[config.mk]
export PLATFORM = sky130hd
export DESIGN_NAME = gate_test_sequencer
export DESIGN_NICKNAME = d
export VERILOG_FILES = /design/src/rtl/gate_test_sequencer.sv
export SDC_FILE = /design/constraint.sdc
export NUM_CORES = 1
export LEC_CHECK = 0
export ABC_AREA = 1
export CAP_MARGIN = 5
export CORE_MARGIN = 1
export CORE_UTILIZATION = 55
export CTS_BUF_LIST = sky130_fd_sc_hd__clkbuf_8
export DETAILED_ROUTE_END_ITERATION = 7
export HOLD_SLACK_MARGIN = 0.05
export PLACE_DENSITY = 0.87
export REMOVE_ABC_BUFFERS = 1
export SLEW_MARGIN = 20
export SYNTH_ARGS = -nofsm -noshare
export SYNTH_HDL_FRONTEND = slang
export SYNTH_SLANG_ARGS = --single-unit
[constraint.sdc]
create_clock -name i_clk -period 2.6 [get_ports i_clk]
set_input_delay 0.52 -clock i_clk [delete_from_list [all_inputs] [get_ports i_clk]]
set_output_delay 0.52 -clock i_clk [all_outputs]
set_load 0.02 [all_outputs]
[src/rtl/gate_test_sequencer.sv]
// gate_test_sequencer
//   Self-checking stimulus sequencer for a single combinational gate cell.
//   After an accepted start it sweeps o_stim through every input combination
//   0 .. 2**N_IN-1. Each vector is held for SETTLE cycles before the gate
//   output i_dut_y is compared with the expected reduction function. The
//   sweep reports a one-cycle o_done pulse, a held o_pass flag and a
//   saturating mismatch count.
//
// Parameters
//   N_IN    gate input count (1..8)
//   SETTLE  cycles each vector settles before it is checked (>=1)
//   GATE    expected function: 0 AND, 1 OR, 2 XOR, 3 NAND, 4 NOR, 5 XNOR
//   CNT_W   width of the mismatch counter
//
// Ports
//   i_clk         rising-edge clock
//   i_rst         synchronous active-high reset
//   i_start       begin a sweep (honoured only when idle)
//   i_abort       stop the sweep and return to idle
//   i_dut_y       output of the gate under test
//   o_stim        vector driven onto the gate inputs (bit i -> input i)
//   o_stim_valid  o_stim is driven and stable
//   o_busy        sweep in progress
//   o_done        one-cycle pulse when a sweep completes
//   o_pass        last sweep completed with no mismatches (held)
//   o_err_cnt     mismatch count, saturating (held)
//   o_fail_valid  a mismatch was captured        (GATE_SEQ_FAIL_CAPTURE_EN)
//   o_fail_vec    first failing stimulus vector   (GATE_SEQ_FAIL_CAPTURE_EN)
//
// Optional build macro
//   GATE_SEQ_FAIL_CAPTURE_EN  adds first-failure capture and its two ports.
module gate_test_sequencer #(
  parameter int N_IN   = 2,
  parameter int SETTLE = 2,
  parameter int GATE   = 0,
  parameter int CNT_W  = 8
) (
  input  logic             i_clk,
  input  logic             i_rst,
  input  logic             i_start,
  input  logic             i_abort,
  input  logic             i_dut_y,
  output logic [N_IN-1:0]  o_stim,
  output logic             o_stim_valid,
  output logic             o_busy,
  output logic             o_done,
  output logic             o_pass,
  output logic [CNT_W-1:0] o_err_cnt
`ifdef GATE_SEQ_FAIL_CAPTURE_EN
  ,
  output logic             o_fail_valid,
  output logic [N_IN-1:0]  o_fail_vec
`endif
);

  localparam int SW = (SETTLE > 1) ? $clog2(SETTLE) : 1;

  typedef enum logic [2:0] {
    S_IDLE,
    S_DRIVE,
    S_SETTLE,
    S_CHECK,
    S_DONE
  } state_t;

  state_t           r_state;
  logic [SW-1:0]    r_settle_cnt;
  logic [N_IN-1:0]  r_stim;
  logic             r_busy;
  logic             r_done;
  logic             r_pass;
  logic [CNT_W-1:0] r_err_cnt;
`ifdef GATE_SEQ_FAIL_CAPTURE_EN
  logic             r_fail_valid;
  logic [N_IN-1:0]  r_fail_vec;
`endif

  logic             w_expected;
  logic             w_mismatch;
  logic [CNT_W-1:0] w_err_next;

  // Golden truth-table value for the vector currently on o_stim. The gate
  // function is a reduction over all stimulus bits, so a fixed-width
  // reduction operator covers every N_IN.
  always_comb begin
    w_expected = 1'b0;
    case (GATE)
      0:       w_expected = &r_stim;
      1:       w_expected = |r_stim;
      2:       w_expected = ^r_stim;
      3:       w_expected = ~&r_stim;
      4:       w_expected = ~|r_stim;
      5:       w_expected = ~^r_stim;
      default: w_expected = &r_stim;
    endcase
  end

  // Mismatch detection and the saturating next value of the error counter.
  // The counter sticks at all-ones rather than wrapping so a badly broken
  // gate can never read back as a small error count.
  always_comb begin
    w_mismatch = (i_dut_y != w_expected);
    w_err_next = r_err_cnt;
    if (w_mismatch && (r_err_cnt != {CNT_W{1'b1}})) begin
      w_err_next = r_err_cnt + CNT_W'(1);
    end
  end

  // Sweep controller. Every output is a register updated alongside the
  // state so the status lines change exactly on state transitions. In CHECK
  // the mismatch is recorded before the abort test, so an abort in that
  // cycle still counts the vector being checked but never advances it.
  always_ff @(posedge i_clk) begin
    if (i_rst) begin
      r_state      <= S_IDLE;
      r_settle_cnt <= '0;
      r_stim       <= '0;
      r_busy       <= 1'b0;
      r_done       <= 1'b0;
      r_pass       <= 1'b0;
      r_err_cnt    <= '0;
`ifdef GATE_SEQ_FAIL_CAPTURE_EN
      r_fail_valid <= 1'b0;
      r_fail_vec   <= '0;
`endif
    end else begin
      r_done <= 1'b0;
      case (r_state)
        S_IDLE: begin
          if (i_start && !i_abort) begin
            r_state   <= S_DRIVE;
            r_stim    <= '0;
            r_err_cnt <= '0;
            r_pass    <= 1'b0;
            r_busy    <= 1'b1;
`ifdef GATE_SEQ_FAIL_CAPTURE_EN
            r_fail_valid <= 1'b0;
            r_fail_vec   <= '0;
`endif
          end
        end
        S_DRIVE: begin
          if (i_abort) begin
            r_state <= S_IDLE;
            r_busy  <= 1'b0;
            r_pass  <= 1'b0;
          end else begin
            r_settle_cnt <= SW'(SETTLE - 1);
            r_state      <= S_SETTLE;
          end
        end
        S_SETTLE: begin
          if (i_abort) begin
            r_state <= S_IDLE;
            r_busy  <= 1'b0;
            r_pass  <= 1'b0;
          end else if (r_settle_cnt == '0) begin
            r_state <= S_CHECK;
          end else begin
            r_settle_cnt <= r_settle_cnt - SW'(1);
          end
        end
        S_CHECK: begin
          r_err_cnt <= w_err_next;
`ifdef GATE_SEQ_FAIL_CAPTURE_EN
          if (w_mismatch && !r_fail_valid) begin
            r_fail_valid <= 1'b1;
            r_fail_vec   <= r_stim;
          end
`endif
          if (i_abort) begin
            r_state <= S_IDLE;
            r_busy  <= 1'b0;
            r_pass  <= 1'b0;
          end else if (&r_stim) begin
            r_state <= S_DONE;
            r_busy  <= 1'b0;
            r_done  <= 1'b1;
            r_pass  <= (w_err_next == '0);
          end else begin
            r_stim  <= r_stim + N_IN'(1);
            r_state <= S_DRIVE;
          end
        end
        S_DONE: begin
          r_state <= S_IDLE;
        end
        default: begin
          r_state <= S_IDLE;
          r_busy  <= 1'b0;
        end
      endcase
    end
  end

  assign o_stim       = r_stim;
  assign o_stim_valid = r_busy;
  assign o_busy       = r_busy;
  assign o_done       = r_done;
  assign o_pass       = r_pass;
  assign o_err_cnt    = r_err_cnt;
`ifdef GATE_SEQ_FAIL_CAPTURE_EN
  assign o_fail_valid = r_fail_valid;
  assign o_fail_vec   = r_fail_vec;
`endif

endmodule

Figure 1. Signal metal coverage by tile.
The bar under the picture is 10 um long. 9 x 9 tiles, from dark purple (low) to yellow (high), scaled to the fullest tile. Values are wire area over tile area, all layers added.
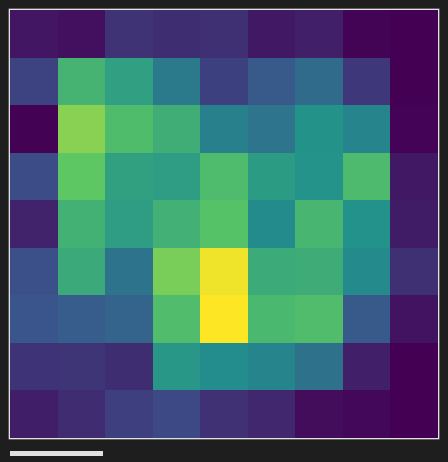
- densest ninth of the die: centre
- tiles over half the peak: 36%
- fullest tile: 0.54
routed wire length: 2.58 mm
vias after detailed routing: 1118
overall fraction of global-route tracks in use: 27.2%
wire length per cell after detailed routing: 12.3 um

Figure 2. Metal 3.
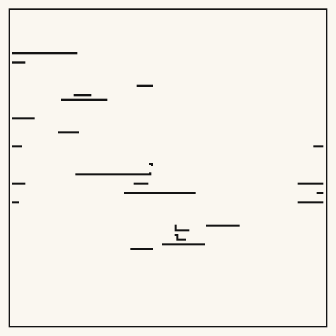
- wire length on this layer: 81.1 um
- nets with wire on the layer: 20
- share of all routed wire: 3.1%
- longest straight run: 10.8 um
- main direction: horizontal

Figure 3. Met2 routing.
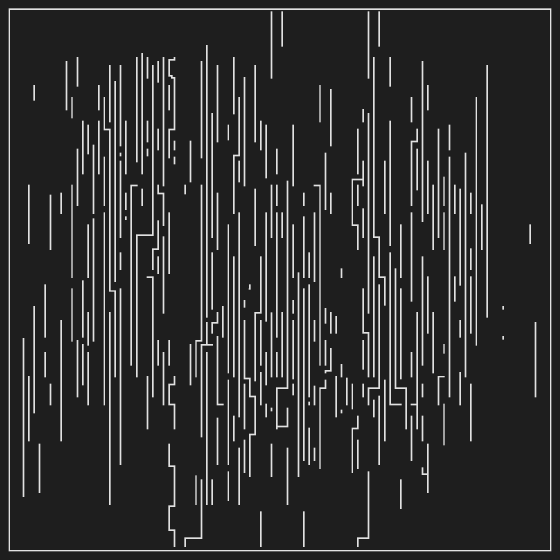
- nets with wire on the layer: 155
- longest straight run: 23.1 um
- share of all routed wire: 52%
- wire length on this layer: 1340 um
met2 usage: 50.1%

Figure 4. Clock routing.
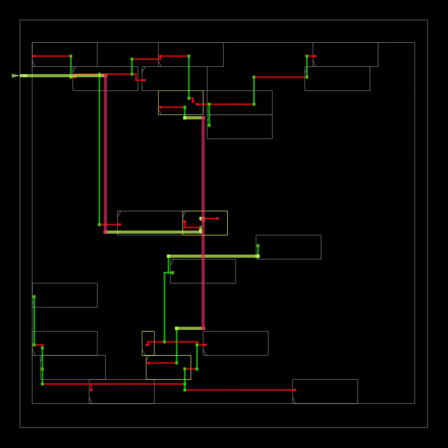
number of buffers created by CTS: 3
clock latency of the later-clocked register in the worst-skew pair: 260 ps
clock tree skew after final layout: 3.15 ps
number of flip-flops and latches: 17
total of clock buffers placed in the layout: 3

==> job_summary.md <==
## Synthesis and layout report

| Metric | Value |
|---|---|
| Share of layout cells above drive strength 1 | between 7 and 8% |
| Initial standard-cell utilization of the core | between 60% and 70% |
| Number of standard cells after synthesis | between 150 and 200 |
| Fin worst setup slack | 616 ps |
| Post-layout power | ~0.57 mW |
| Row cnt | 15 |
| CTS resizes | 0 |
| CORE AREA | 0.00176 mm^2 |
| Highest-count cells in the layout ignoring fill and taps | sky130_fd_sc_hd__nand2_1 (51), sky130_fd_sc_hd__inv_1 (23), sky130_fd_sc_hd__clkdlybuf4s50_1 (18) |
| Max Fclk | slightly above 0.5 GHz |
| EDFF count, synth | 0 |
| Run status | finished, final reports clean |
| Htree depth | 1 |
| Area leader, netlist | sky130_fd_sc_hd__dfxtp_1 |
| Power density over the cells | about 440 mW/mm^2 |
| Slowest stage cell, crit path | sky130_fd_sc_hd__clkdlybuf4s50_1 |
| GRT overflow | 0 |
| Hold slack | ~470 ps |
| Sequential element share of the synthesized area | 31.9% |
| Post-detailed-route count of antenna-violating nets | 0 |
| Commonest cells in the netlist | sky130_fd_sc_hd__nand2_1 (51), sky130_fd_sc_hd__inv_1 (22), sky130_fd_sc_hd__dfxtp_1 (17) |
| Transition time of the tightest slew-check pin | 625 ps |
| Number of global-route vias before repair | slightly above 1000 |
| Post-CTS Setup Repair Bufs | 0 |
| Setup Total Neg Slack | 0 ps |
| Worst Setup Slack post-DPL | roughly 570 ps |
| Count of pins over their slew limit | 0 |
| Yosys cell types | 26 |
| Crit-path leading delay family | buffers and inverters |
| Period minus WS final | ~2000 ps |
| Clock-pin slew on the worst setup and hold paths | 60 ps |
| Proportion of register bits with asynchronous set or reset after synthesis | 0% |
| Number of cells in the design after placement | about 210 |
| Synth top area cells | sky130_fd_sc_hd__dfxtp_1 (32%), sky130_fd_sc_hd__nand2_1 (18%), sky130_fd_sc_hd__inv_1 (7.7%) |
| CP Capture Type | primary output |
| Startpoint types | flip-flop |
| Area figure in the yosys stat output | 0.00107 mm^2 |
| RSZ-0062 raised after global routing | false |
| Cell with the most instances after synthesis | sky130_fd_sc_hd__nand2_1 |
| Worst VDD drop | 0.420 mV |
## layout make-up
type,count,area [um^2]
fill,152,462
sequential,17,340
tap,25,31.3
clock buffer,3,41.3
clock inverter,1,3.75
multi-input combinational,122,619
timing repair buffer,18,180
inverter,23,86.3
## report_power, final
| group | switching, mW | internal, mW |
|---|---|---|
| sequential | 0.00858 | 0.269 |
| clock | 0.0917 | 0.105 |
| combinational | 0.0575 | 0.0352 |
| total | 0.158 | 0.410 |
## layer usage
| layer | vias up | global-route usage [%] | share of wire (%) |
|---|---|---|---|
| met2 | 31 | 50.1 | 52 |
| met5 | - | 0 | 0 |
| li1 | 568 | - | - |
| met4 | 0 | 14.1 | 1.6 |
| met3 | 5 | 3.92 | 3.1 |
| met1 | 514 | 29.4 | 43 |
## final timing paths
kind | from | end | slack, ps | depth (start not counted)
max reg2reg | o_err_cnt[0]$_SDFFE_PP0P_ | o_pass$_SDFFE_PP0P_ | 740 | 10
min | o_busy$_SDFFE_PP0P_ | o_busy$_SDFFE_PP0P_ | 470 | 2
max | o_err_cnt[2]$_SDFFE_PP0P_ | o_err_cnt[2] | 620 | 1
min reg2reg | o_busy$_SDFFE_PP0P_ | o_busy$_SDFFE_PP0P_ | 470 | 2
## worst min-delay path, delay by kind of cell, from the launching register on
kind | cells | cell delay, ps
AND-OR/OR-AND | 1 | 50
buffers and inverters | 1 | 50
flip-flops | 1 | 320
## state kept, by name, summed over array words and instances, names as in the netlist
signal / cells
o_err_cnt: 8
r_state: 3
o_stim: 2
o_busy: 1
o_done: 1
o_pass: 1
r_settle_cnt: 1
## cells by family after synthesis
kind of cell	share of synthesized area (%)
adders and majority gates	2.34
buffers and inverters	10.2
AOI/OAI and AO/OA	9.72
and+or+nand+nor	43.6
DFF	31.9
xor gates and xnor gates	2.34
Power is estimated from default activity; no workload was simulated.
